==> src/rtl/tm1638_pkg.sv <==
// Shared TM1638 definitions: command bytes, key-scan FSM encoding and key bit
// positions within each byte returned by the read-keys command.
package tm1638_pkg;

    localparam logic [7:0] TM1638_CMD_READ_KEYS  = 8'h42;
    localparam logic [7:0] TM1638_CMD_WRITE_AUTO = 8'h40;

    // Each read byte carries two keys: one at bit 0 and one at bit 4.
    localparam int unsigned KEY_LO_BIT = 0;
    localparam int unsigned KEY_HI_BIT = 4;

    typedef enum logic [2:0] {
        ST_IDLE   = 3'd0,
        ST_SETUP  = 3'd1,
        ST_CMD    = 3'd2,
        ST_WAIT   = 3'd3,
        ST_RD_BIT = 3'd4,
        ST_RD_END = 3'd5,
        ST_FINISH = 3'd6
    } scan_state_t;

    // Byte b supplies keys[b] (lo) and keys[b+4] (hi).
    function automatic logic [7:0] decode_keys(input logic [3:0] lo, input logic [3:0] hi);
        return {hi, lo};
    endfunction

endpackage

==> src/rtl/tm1638_clk_gen.sv <==
// Serial-clock generator for the TM1638 link.
//   mclk, rst_n  : master clock, async active-low reset
//   run          : divider counts while high, held at 0 otherwise
//   clk_low      : requested clk_o level for the next cycle (1 = low)
//   half_tick_c  : last mclk cycle of the current half period
//   clk_o        : registered TM1638 CLK pin, idles high
//   rise_c/fall_c: clk_o will rise/fall at the next mclk edge
module tm1638_clk_gen #(
    parameter int unsigned CLK_DIV = 8
) (
    input  logic mclk,
    input  logic rst_n,
    input  logic run,
    input  logic clk_low,
    output logic half_tick_c,
    output logic clk_o,
    output logic rise_c,
    output logic fall_c
);

    localparam int unsigned     DIV_W    = $clog2(CLK_DIV);
    localparam logic [DIV_W-1:0] DIV_LAST = DIV_W'(CLK_DIV - 1);

    logic [DIV_W-1:0] div_cnt;

    assign half_tick_c = run && (div_cnt == DIV_LAST);
    assign rise_c      = !clk_o && !clk_low;
    assign fall_c      = clk_o && clk_low;

    // Half-period divider: restarts at 0 on every half and whenever idle.
    always_ff @(posedge mclk or negedge rst_n) begin
        if (!rst_n) begin
            div_cnt <= '0;
        end else if (!run || half_tick_c) begin
            div_cnt <= '0;
        end else begin
            div_cnt <= div_cnt + DIV_W'(1);
        end
    end

    // Pin level register; changes only on the first cycle of a half.
    always_ff @(posedge mclk or negedge rst_n) begin
        if (!rst_n) begin
            clk_o <= 1'b1;
        end else begin
            clk_o <= !clk_low;
        end
    end

endmodule

==> src/rtl/tm1638_key_scanner.sv <==
// Periodic TM1638 key scanner: sends read-keys (0x42), sequences four byte
// reads through an external receiver and decodes the 8-key vector.
//   mclk, rst_n            : master clock, async active-low reset
//   scan_en                : enables the periodic scan timer
//   stb_o, clk_o           : TM1638 STB (active low) and CLK (idles high)
//   dio_out, dio_oe        : DIO value and output enable (0 releases the pin)
//   rx_start, clk_rise,
//   clk_fall               : receiver control strobes, one mclk each
//   rdata                  : byte assembled by the receiver
//   keys, keys_valid       : decoded keys and one-cycle update pulse
//   busy                   : scan in progress
module tm1638_key_scanner
    import tm1638_pkg::*;
#(
    parameter int unsigned CLK_DIV     = 8,
    parameter int unsigned T_WAIT      = 32,
    parameter int unsigned SCAN_PERIOD = 160000
) (
    input  logic       mclk,
    input  logic       rst_n,
    input  logic       scan_en,
    output logic       stb_o,
    output logic       clk_o,
    output logic       dio_out,
    output logic       dio_oe,
    output logic       clk_fall,
    output logic       clk_rise,
    output logic       rx_start,
    input  logic [7:0] rdata,
    output logic [7:0] keys,
    output logic       keys_valid,
    output logic       busy
);

    localparam int unsigned       WAIT_W    = $clog2(T_WAIT + 1);
    localparam int unsigned       PER_W     = $clog2(SCAN_PERIOD + 1);
    localparam logic [WAIT_W-1:0] WAIT_LAST = WAIT_W'(T_WAIT - 1);
    localparam logic [PER_W-1:0]  PER_LAST  = PER_W'(SCAN_PERIOD - 1);

    scan_state_t       state, state_nxt;
    logic [2:0]        bit_cnt, bit_nxt;
    logic [1:0]        byte_cnt, byte_nxt;
    logic              phase, phase_nxt;   // 0 = clk low half, 1 = clk high half
    logic [WAIT_W-1:0] wait_cnt, wait_nxt;
    logic [PER_W-1:0]  per_cnt;
    logic [3:0]        key_lo, key_hi, lo_nxt, hi_nxt;

    logic run_c, start_c, clk_low_c, half_tick_c, rise_c, fall_c;
    logic stb_nxt, dio_out_nxt, dio_oe_nxt, busy_nxt, keys_valid_nxt;
    logic rx_start_nxt, clk_rise_nxt, clk_fall_nxt;

    // Only the two key bits of each byte carry information.
    logic unused_rdata;
    assign unused_rdata = ^{rdata[7:5], rdata[3:1]};

    assign run_c   = state inside {ST_SETUP, ST_CMD, ST_RD_BIT, ST_RD_END};
    assign start_c = scan_en && (per_cnt == PER_LAST) && (state == ST_IDLE);

    tm1638_clk_gen #(.CLK_DIV(CLK_DIV)) u_clk_gen (
        .mclk        (mclk),
        .rst_n       (rst_n),
        .run         (run_c),
        .clk_low     (clk_low_c),
        .half_tick_c (half_tick_c),
        .clk_o       (clk_o),
        .rise_c      (rise_c),
        .fall_c      (fall_c)
    );

    // Scan period timer; a start that lands while busy is simply lost.
    always_ff @(posedge mclk or negedge rst_n) begin
        if (!rst_n) begin
            per_cnt <= '0;
        end else if (!scan_en || per_cnt == PER_LAST) begin
            per_cnt <= '0;
        end else begin
            per_cnt <= per_cnt + PER_W'(1);
        end
    end

    // FSM and sequencing registers.
    always_ff @(posedge mclk or negedge rst_n) begin
        if (!rst_n) begin
            state    <= ST_IDLE;
            bit_cnt  <= '0;
            byte_cnt <= '0;
            phase    <= 1'b0;
            wait_cnt <= '0;
            key_lo   <= '0;
            key_hi   <= '0;
        end else begin
            state    <= state_nxt;
            bit_cnt  <= bit_nxt;
            byte_cnt <= byte_nxt;
            phase    <= phase_nxt;
            wait_cnt <= wait_nxt;
            key_lo   <= lo_nxt;
            key_hi   <= hi_nxt;
        end
    end

    // Next-state logic; each bit is a low half followed by a high half.
    always_comb begin
        state_nxt = state;
        bit_nxt   = bit_cnt;
        byte_nxt  = byte_cnt;
        phase_nxt = phase;
        wait_nxt  = wait_cnt;
        lo_nxt    = key_lo;
        hi_nxt    = key_hi;
        case (state)
            ST_IDLE: begin
                if (start_c) state_nxt = ST_SETUP;
            end
            ST_SETUP: begin
                if (half_tick_c) begin
                    state_nxt = ST_CMD;
                    bit_nxt   = '0;
                    phase_nxt = 1'b0;
                end
            end
            ST_CMD: begin
                if (half_tick_c) begin
                    phase_nxt = !phase;
                    if (phase) begin
                        if (bit_cnt == 3'd7) begin
                            state_nxt = ST_WAIT;
                            wait_nxt  = '0;
                        end else begin
                            bit_nxt = bit_cnt + 3'd1;
                        end
                    end
                end
            end
            ST_WAIT: begin
                if (wait_cnt == WAIT_LAST) begin
                    state_nxt = ST_RD_BIT;
                    bit_nxt   = '0;
                    byte_nxt  = '0;
                    phase_nxt = 1'b0;
                end else begin
                    wait_nxt = wait_cnt + WAIT_W'(1);
                end
            end
            ST_RD_BIT: begin
                if (half_tick_c) begin
                    phase_nxt = !phase;
                    if (phase) begin
                        if (bit_cnt == 3'd7) begin
                            state_nxt = ST_RD_END;
                        end else begin
                            bit_nxt = bit_cnt + 3'd1;
                        end
                    end
                end
            end
            ST_RD_END: begin
                // Receiver byte is complete by the last cycle of this half.
                if (half_tick_c) begin
                    lo_nxt[byte_cnt] = rdata[KEY_LO_BIT];
                    hi_nxt[byte_cnt] = rdata[KEY_HI_BIT];
                    phase_nxt        = 1'b0;
                    if (byte_cnt == 2'd3) begin
                        state_nxt = ST_FINISH;
                    end else begin
                        state_nxt = ST_RD_BIT;
                        byte_nxt  = byte_cnt + 2'd1;
                        bit_nxt   = '0;
                    end
                end
            end
            ST_FINISH: begin
                state_nxt = ST_IDLE;
            end
            default: begin
                state_nxt = ST_IDLE;
            end
        endcase
        clk_low_c = (state_nxt == ST_CMD || state_nxt == ST_RD_BIT) && !phase_nxt;
    end

    // Output decode from the next state so every output is a flop.
    always_comb begin
        busy_nxt       = (state_nxt != ST_IDLE);
        stb_nxt        = !(busy_nxt && state_nxt != ST_FINISH);
        dio_oe_nxt     = (state_nxt == ST_CMD);
        dio_out_nxt    = dio_oe_nxt && TM1638_CMD_READ_KEYS[bit_nxt];
        rx_start_nxt   = fall_c && (state_nxt == ST_RD_BIT) && (bit_nxt == 3'd0);
        clk_rise_nxt   = rise_c && (state_nxt == ST_RD_BIT);
        // Bit 7 is closed by a pseudo-fall on entry to RD_END (pin stays high).
        clk_fall_nxt   = (fall_c && (state_nxt == ST_RD_BIT) && (bit_nxt != 3'd0))
                       || (state == ST_RD_BIT && state_nxt == ST_RD_END);
        keys_valid_nxt = (state_nxt == ST_FINISH);
    end

    // Registered outputs.
    always_ff @(posedge mclk or negedge rst_n) begin
        if (!rst_n) begin
            stb_o      <= 1'b1;
            dio_out    <= 1'b0;
            dio_oe     <= 1'b0;
            rx_start   <= 1'b0;
            clk_rise   <= 1'b0;
            clk_fall   <= 1'b0;
            busy       <= 1'b0;
            keys_valid <= 1'b0;
            keys       <= '0;
        end else begin
            stb_o      <= stb_nxt;
            dio_out    <= dio_out_nxt;
            dio_oe     <= dio_oe_nxt;
            rx_start   <= rx_start_nxt;
            clk_rise   <= clk_rise_nxt;
            clk_fall   <= clk_fall_nxt;
            busy       <= busy_nxt;
            keys_valid <= keys_valid_nxt;
            if (keys_valid_nxt) begin
                keys <= decode_keys(lo_nxt, hi_nxt);
            end
        end
    end

endmodule

==> config.mk <==
export PLATFORM = sky130hd
export DESIGN_NAME = tm1638_key_scanner
export DESIGN_NICKNAME = d
export VERILOG_FILES = /design/src/rtl/tm1638_pkg.sv /design/src/rtl/tm1638_clk_gen.sv /design/src/rtl/tm1638_key_scanner.sv
export SDC_FILE = /design/constraint.sdc
export NUM_CORES = 1
export LEC_CHECK = 0
export ABC_AREA = 1
export CAP_MARGIN = 20
export CORE_MARGIN = 2
export CORE_UTILIZATION = 45
export CTS_BUF_LIST = sky130_fd_sc_hd__clkbuf_8 sky130_fd_sc_hd__clkbuf_16
export DETAILED_ROUTE_END_ITERATION = 8
export PLACE_DENSITY = 0.64
export SLEW_MARGIN = 20
export SYNTH_ARGS = -nofsm -noshare
export SYNTH_HDL_FRONTEND = slang
export SYNTH_SLANG_ARGS = --single-unit
export TNS_END_PERCENT = 5
==> constraint.sdc <==
create_clock -name mclk -period 5.51 [get_ports mclk]
set_clock_uncertainty 0.2 [all_clocks]
set_input_delay 1.102 -clock mclk [delete_from_list [all_inputs] [get_ports mclk]]
set_output_delay 1.102 -clock mclk [all_outputs]
set_load 0.03 [all_outputs]
Figure 1. Register map, names as in the netlist (run 1).
Scale: 6 px per µm. Other sequential cells in the stronger gray, the rest of the logic in the fainter gray.
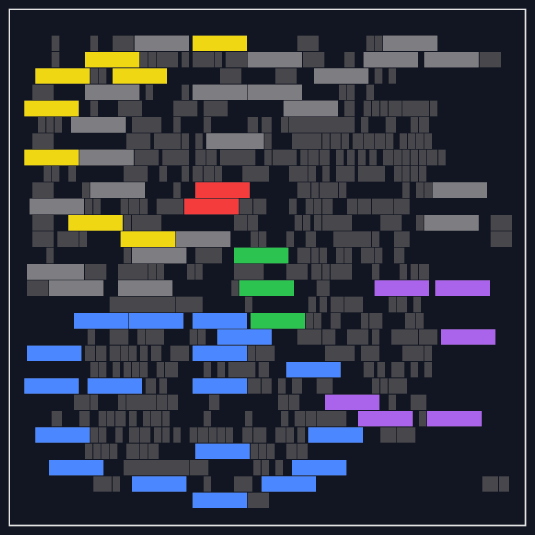
netlist name	color	placed flops
`per_cnt`	blue	18
`wait_cnt`	purple	6
`state`	green	3
`byte_cnt`	red	2
`keys`	yellow	8
not colored	22

Figure 2. Routing congestion (run 1).
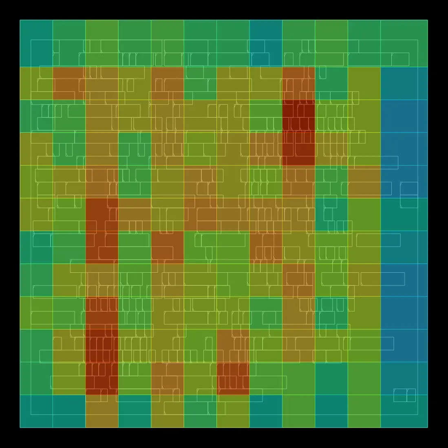
wire length per cell: 12.35 µm
GR Util met2: 26.28%
GR peak layer: met2
GR Layer Usage met1: 25.17%

==> flow_summary.yaml, run 1 <==
# flow metrics
layout:
  num_antenna_cells: 0
  comb_area_um2: 1343
  seqCellArea_um2: 1479
  nNetsFinal: 406
  drive_gt1_share_pct: 13.59
  comb-cell-share_pct: 37.93
  nonClkBufAreaFrac_pct: 6.009
  clock_buffer_count: 9
  nFlopsAndLatches: 59
  largest_register_ffs: 18
synth:
  ys_warn_count: 0
  synthMostInstantiatedCell: "nand2_1"
  syn_avg_cell_area_um2: 8.456
  mux_area_share_pct: 2.244
  synthesis.area_um2: 3010
  ys_cells: 356
  adder_share_pct: 4.156
  synth_cell_types: 36
  ys_area_um2: 3010
  yosysSeqAreaShare_pct: 49.13
  top_cells_by_count: "nand2_1, dfrtp_1, nor2_1"
worst_setup_path:
  cp.required_ps: 4210
  critical-path-max-stage-delay_ps: 670
  cp_max_fo: 3
  critPathKind: "flop to primary output"
  worst-path-buf-inv: 1
  cp_top_family: "buffers and inverters"
  end_kind: "primary output"
power:
  power_frac_comb_pct: 1.9
  sw_frac_of_total_pct: 20.86
  p_seq_share_pct: 46.8
  p_int_mw: 0.7389
  p_leak_nw: 1.670
  peakVddDrop_v: 0.0001582
  pg_comb_mw: 0.0175
die:
  die-height_um: 85.79
  n_tap_cell: 77
  core_um2: 6422
flow_run:
  warnings: 35
  drv_cap: 0
outcome:
  status: "completed"
global_route:
  grtUsageTotal_pct: 17.82
  grt_pass1_vias: 2306
  grt_pass1_wl_mm: 10.35
  gr-usage-met3_pct: 4.524
cts:
  insertion_delay_ps: 340
  cts_tree: "done"
detailed_routing:
  initialDrtViolationCount: 126
  wl_met3_um: 157
  viasPerCell: 5.009
  wl_met2_mm: 2.542
  wl_mm: 5.769
  highest_layer: "met4"
  via_count: 2339
placement:
  dpl-instance-area_um2: 3299
  port-buffer-count: 21
sta:
  hold_viol_final: 0
  grt_setup_unrepaired: "false"
  finalClockPeriodUsage_pct: 51.58
  timing.final.ws_setup_ps: 2668
worst_hold_path:
  hold_class: "flop to flop"
Figure 3. Met2 routing (run 1).
Scale: 3 px per µm.
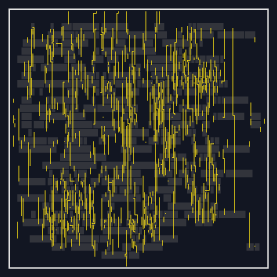
nets with wire on the layer	320
wire length on this layer	2540 µm
share of all routed wire	44%
main direction	vertical
longest straight run	32.5 µm

-- run 1: logic make-up (layout without fill, tap and decap cells) --
| logic type | Yosys count | after routing |
|---|---|---|
| buffers and inverters | 49 | 83 |
| DFF | 59 | 59 |
| and+or+nand+nor | 195 | 195 |
| AOI/OAI and AO/OA | 27 | 27 |
| xor gates and xnor gates | 10 | 10 |
| adders and majority gates | 10 | 10 |
| muxes | 6 | 6 |
-- run 1: worst max path at each step --
stage	cells past startpoint	endpoint	startpoint
floorplan	9	clk_fall	scan_en
global placement	10	clk_fall	scan_en
detailed placement	10	clk_fall	scan_en
CTS	1	clk_o	u_clk_gen.clk_o
global route	1	clk_o	u_clk_gen.clk_o
finish	1	clk_o	u_clk_gen.clk_o
--- run 2 (diff from run 1) ---
--- a/config.mk
+++ b/config.mk
@@ -11,7 +11,7 @@
 export CORE_UTILIZATION = 45
 export CTS_BUF_LIST = sky130_fd_sc_hd__clkbuf_8 sky130_fd_sc_hd__clkbuf_16
 export DETAILED_ROUTE_END_ITERATION = 8
-export PLACE_DENSITY = 0.64
+export PLACE_DENSITY = 0.67
 export SLEW_MARGIN = 20
 export SYNTH_ARGS = -nofsm -noshare
 export SYNTH_HDL_FRONTEND = slang
==> constraint.sdc (replaced) <==
create_clock -name mclk -period 2.6 [get_ports mclk]
set_clock_uncertainty 0.2 [all_clocks]
set_input_delay 0.52 -clock mclk [delete_from_list [all_inputs] [get_ports mclk]]
set_output_delay 0.52 -clock mclk [all_outputs]
set_load 0.03 [all_outputs]
==> flow_summary.yaml, run 2 <==
# flow metrics
worst_setup_path:
  worstPathArrival_ps: 2340
  reg2reg_to: "rx_start"
  critPathLaunch: "u_clk_gen.div_cnt[0]"
  end_kind: "flop"
  r2r_start: "u_clk_gen.div_cnt[0]"
  worstSetupPathDepth: 10
  critPathKind: "flop to flop"
  worst-path-buf-inv: 1
  crit_path_cell_trace: "ha_1 > ha_1 > nand2_4 > ha_1 > o2bb2ai_1 > nor2_1 > nand2_1 > nor2_1 > inv_1 > nor2_1"
  cp.required_ps: 2670
  cp_max_fo: 9
  critical-path-max-stage-delay_ps: 410
  endpoint: "rx_start"
  cp_top_family: "adder cells"
cts:
  cts_hold_buf: 1
  root_buffer: "clkbuf_8"
  post-cts-setup-buffer-count: 0
  cts.htree.levels: 3
  clock_path_buffers: 2
  cts_tree: "done"
  insertion_delay_ps: 340
synth:
  syn-num-nets: 377
  flop_cell: "dfrtp_1"
  ys_cells: 356
  top_cells_by_area: "dfrtp_1, nand2_1, nor2_1"
  ys_warn_count: 0
  synth_cell_types: 36
  compound_area_share_pct: 5.320
  top_cells_by_count: "nand2_1, dfrtp_1, nor2_1"
  synthSimpleGateAreaFrac_pct: 29.97
  syn_avg_cell_area_um2: 8.456
  edf_count: 0
  syn_inst: 356
  adder_share_pct: 4.156
  yosysSeqAreaShare_pct: 49.13
  synthesis.area_um2: 3010
  synthMostInstantiatedCell: "nand2_1"
  ys_area_um2: 3010
  top_logic_kind: "simple AND/OR/NAND/NOR gates"
  mux_area_share_pct: 2.244
layout:
  instances_no_fill: 471
  num_antenna_cells: 0
  clock_buffer_count: 12
  nonClkBufAreaFrac_pct: 7.246
  lay_top_count: "nand2_1"
  comb-cell-share_pct: 37.74
  nFlopsAndLatches: 59
  buffers: 26
  nFillCells: 585
  seqCellArea_um2: 1479
  comb_area_um2: 1343
  drive_gt1_share_pct: 14.21
  largest_register_ffs: 18
  nNetsFinal: 410
  comb_cells: 248
sta:
  slew_headroom_pct: 71.81
  finalClockPeriodUsage_pct: 87.32
  fin_crit_ps: 2270
  grt_setup_unrepaired: "false"
  hold_viol_final: 0
  hold_ws_ps: 241.7
global_route:
  grt_pass1_wl_mm: 10.56
  met2_usage_pct: 28.34
  grt-busiest-layer: "met2"
  grt_pass1_vias: 2373
die:
  n_tap_cell: 77
  die-height_um: 85.79
  core_um2: 6422
  die-area_um2: 7360
power:
  clockPowerShare_pct: 47.6
  pg_comb_mw: 0.0425
  power_frac_comb_pct: 2.3
  p_seq_share_pct: 50.1
  p_leak_nw: 1.682
  p_int_mw: 1.454
  top_power_group: "registers"
  sw_frac_of_total_pct: 21.37
  peakVddDrop_v: 0.0003624
placement:
  place_hpwl_mm: 4.206
  port-buffer-count: 21
  dpl-instance-area_um2: 3334
detailed_routing:
  wl_met2_mm: 2.708
  drtPass1Iterations: 6
  antenna_left: 0
  highest_layer: "met4"
  initialDrtViolationCount: 116
  wl_met3_um: 155
  via_count: 2375
  wl_mm: 5.876
  viasPerCell: 5.042
worst_hold_path:
  hp-start: "u_clk_gen.div_cnt[0]"
  hold_class: "flop to flop"
flow_run:
  warnings: 35
  drv_cap: 0
outcome:
  status: "completed"
run 2: cell counts after synthesis:
No cell type changed its count.
run 2: cells by family (layout without fill, tap and decap cells):
family / after synthesis / after routing
AND-OR/OR-AND: 27 / 27
multiplexers: 6 / 6
flip-flops: 59 / 59
AND/OR/NAND/NOR: 195 / 195
XOR/XNOR: 10 / 10
adder cells (fa/ha/maj): 10 / 10
buffers and inverters: 49 / 87
run 2: through the flow:
step / power [mW] / worst slack [ps]
6_report: 1.849 / 329.6
5_1_grt: 1.914 / 101.4
4_1_cts: 1.872 / 318.2
3_5_place_dp: 0.9856 / 360.5
3_3_place_gp: 0.9854 / 359.4
2_1_floorplan: 0.9526 / 666.4
Figure 4. Routing congestion (run 2).
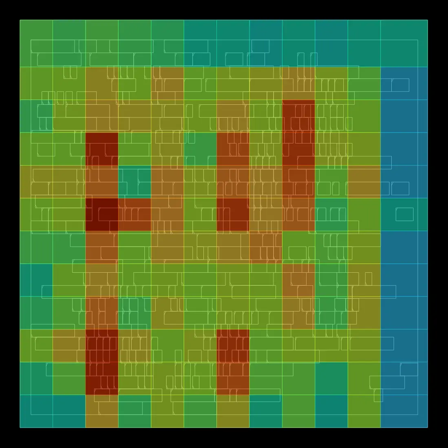
wire length per cell: 12.48 µm
met3 GRT Util: 3.176%
Total GRT Usage: 18.16%
GR Layer Usage met1: 24.66%
Post-Route Utilization: 55.39%

Power figures rest on the tool's default switching activity, not on a simulated workload.
